==> config.mk <==
export PLATFORM = sky130hd
export DESIGN_NAME = shared_incr_arbiter
export DESIGN_NICKNAME = d
export VERILOG_FILES = /design/src/rtl/shared_incr_arbiter.sv
export SDC_FILE = /design/constraint.sdc
export NUM_CORES = 1
export LEC_CHECK = 0
export ABC_AREA = 1
export CAP_MARGIN = 20
export CELL_PAD_IN_SITES_DETAIL_PLACEMENT = 0
export CELL_PAD_IN_SITES_GLOBAL_PLACEMENT = 1
export CORE_MARGIN = 5
export CORE_UTILIZATION = 30
export DETAILED_ROUTE_END_ITERATION = 16
export MAX_ROUTING_LAYER = met4
export PLACE_DENSITY = 0.92
export SKIP_CTS_REPAIR_TIMING = 1
export SLEW_MARGIN = 25
export SYNTH_ARGS = -nofsm -noshare
export SYNTH_HDL_FRONTEND = slang
export SYNTH_SLANG_ARGS = --single-unit
==> constraint.sdc <==
create_clock -name i_clk -period 3.1 [get_ports i_clk]
set_input_delay 0.465 -clock i_clk [delete_from_list [all_inputs] [get_ports i_clk]]
set_output_delay 0.465 -clock i_clk [all_outputs]
set_load 0.02 [all_outputs]
Congestion heat map:
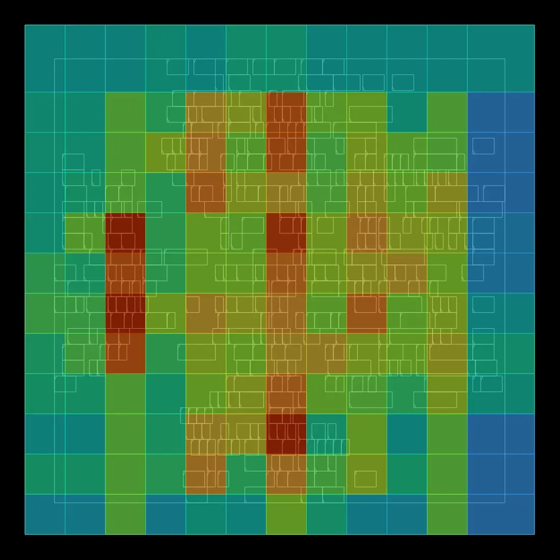
M3 GR Usage: 0.01230
Global Route met2 Usage: 0.2130
Final Core Density: 0.4403

Pin map:
Drawn at 6 px/µm. Pins as bars across the die edge, other pins in grey.
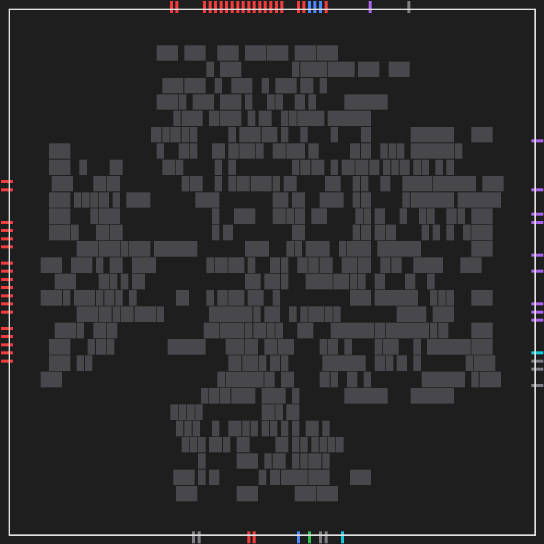
[green] `i_rst` | pins: 1 | direction: input | edge: bottom
[purple] `o_resp_data` | pins: 10 | direction: output | edge: 9 right, 1 top
[blue] `o_req_ready` | pins: 4 | direction: output | edge: 3 top, 1 bottom
[cyan] `o_resp_id` | pins: 2 | direction: output | edge: 1 right, 1 bottom
[red] `i_req_data` | pins: 40 | direction: input | edge: 20 top, 18 left, 2 bottom
all pins by edge: 25 top, 18 left, 13 right, 9 bottom
die height: 87.42 µm
input/output buffers: 64
Chip Width: 87.42 µm

==> results_slide.txt <==
Implementation Results

Floorplan
  – Num rows: 28
  – Core ar.: 0.005886 mm²
  – IO Count: 65
  – Die footprint: 0.007641 mm²

Timing
  – RSZ-0062 raised after global routing: false
  – Post-layout min period: 2.768 ns
  – Sum Neg Setup Slack: 0 ns
  – Final setup vio count: 0
  – Period utilisation layout: 0.8929
  – Clock Skew: 0.003720 ns
  – Worst-margin pin slew: 0.2844 ns
  – Slew Viols, Final: 0
  – Worst slew margin: 0.8102
  – Final hold violations: 0

Cells and area
  – Largest register FFs: 10
  – Final instance area: 0.002591 mm²
  – Most frequent logic cell in the layout: nand2_1
  – Nets: 418
  – Final Instance Count excl. Fillers: 443
  – Commonest non-fill, non-tap cells in the layout: nand2_1 (99), clkdlybuf4s50_1 (60), inv_1 (42), nand3_1 (34), nand2_2 (21)

Logic synthesis
  – Cells after Synth: 298
  – Syn Nets: 346
  – Warnings, synthesis: 0
  – Yosys reg bits: 16
  – Mean area per synthesized cell: 6.033 µm²
  – Synth cell types: 29
  – Seq/Total Area, Yosys: 0.1781
  – Cell Area, Synth: 0.001798 mm²
  – Yosys Instances: 298

Routing
  – Via count: 1959
  – Antenna-violating nets left: 0
  – Met1 WL: 2.282 mm
  – Via density: 4.422
  – Total wire length: 4.869 mm
  – WL met2: 2.338 mm
  – DR WL met3: 209 µm
  – Remaining routing DRC violations: 0

Critical path
  – Critical Path Source Type: input port
  – Critical path depth in cells: 21
  – Crit path DAT: 2.90 ns
  – Delay of the slowest critical-path stage: 0.44 ns
  – WP buf/inv: 2
  – Max stage delay cell, worst path: clkdlybuf4s50_1
  – Critical path's top delay family: simple AND/OR/NAND/NOR gates
  – Critical path class: in -> reg
  – Worst Reg-to-Reg Cells: 20
  – Critical-path cell list: clkdlybuf4s50_1 -> nand2_1 -> nand2_2 -> nand2_1 -> nand2_2 -> nor2_4 -> nand3_4 -> nand2_2 -> nand2_4 -> nand2_8 -> buf_4 -> nand2_1 -> nand2_1 -> nand2_1 -> nand2_2 -> ha_1 -> nand2_2 -> nor2_4 -> nand4_1 -> nand3_1 -> nand2_1
  – Critical Path Most Common Cell: nand2_1
  – Worst endpoint required time: 3.23 ns

CTS
  – Latency at later pin: 0.24 ns
  – Reg clk slew, reported paths: 0.06 ns
  – Clock root buffer master: clkbuf_8
  – CTS Buf Count: 3
  – Clk buf depth: 2
  – Sink Count: 16
  – CTS tree: done

Power and ir drop
  – Total power: 0.003504 W
  – Leakage: 1.351 nW
  – Peak VDD IR: 0.5724 mV

Place
  – Placed insts: 440
  – Dpl cell area: 0.002540 mm²
  – Gpl congestion: 0.8549

Min path
  – Hold Path Class: reg -> reg
  – Hold Path Cell Cnt: 2

GRT
  – First-pass GRT wire length: 7.914 mm
  – Busiest metal layer after global routing: met2
  – Antenna violations before repair: 0
  – Largest net degree at the start of global routing: 18
  – Tot GR Track Use: 0.1282
  – Total gr overflow: 0

Run
  – Tool warnings: 26

Status
  – Outcome: completed
area by class of cell:
| class | count | area, µm² |
|---|---|---|
| fillers | 625 | 3294 |
| multi-input cells | 226 | 1211 |
| repair buffers | 78 | 755.7 |
| flip-flops and latches | 16 | 320.3 |
| inverters | 45 | 168.9 |
| well taps | 75 | 93.84 |
| clock buffers | 3 | 41.29 |
synth_stat cells:
master,number,area (µm²)
a21oi_1,4,20.02
buf_12,1,20.02
buf_2,2,10.01
buf_4,1,7.510
buf_6,3,33.78
buf_8,1,15.01
clkbuf_1,3,11.26
dfxtp_1,16,320.3
ha_1,1,12.51
inv_1,42,157.7
inv_2,3,11.26
nand2_1,99,371.6
nand2_2,21,131.4
nand2_4,3,33.78
nand2_8,1,20.02
nand3_1,34,170.2
nand3_2,4,40.04
nand3_4,2,35.03
nand3b_1,4,30.03
nand4_1,14,87.58
nor2_1,11,41.29
nor2_2,6,37.54
nor2_4,7,78.83
nor2_8,1,20.02
o21ai_0,7,35.03
o21ai_1,3,15.01
o21ai_2,2,17.52
o21bai_1,1,7.510
o22ai_1,1,6.260
metrics by stage:
step,hold slack (ns),setup WS (ns)
global route,0.4984,0.1038
detailed placement,0.4687,-0.02683
CTS,0.4744,-0.02087
global placement,0.4544,0.03027
finish,0.4699,0.3322
floorplan,0.5341,0.8028
cells by family (layout without fill, tap and decap cells):
group / count (synthesis) / in the layout / synth area share
buf+inv: 56 / 126 / 0.1482
fa+ha+maj: 1 / 1 / 0.006958
simple gates: 207 / 207 / 0.6103
flops: 16 / 16 / 0.1782
compound gates: 18 / 18 / 0.05637
power by group:
part | switching [W] | internal (W) | leakage, nW | total (W)
Clock | 0.0000616 | 0.0000858 | 0.0216 | 0.000147
Sequential | 0.0000622 | 0.000301 | 0.134 | 0.000363
Combinational | 0.00188 | 0.00111 | 1.20 | 0.00299
No activity file was given, so power comes from the tool's default toggle rates.
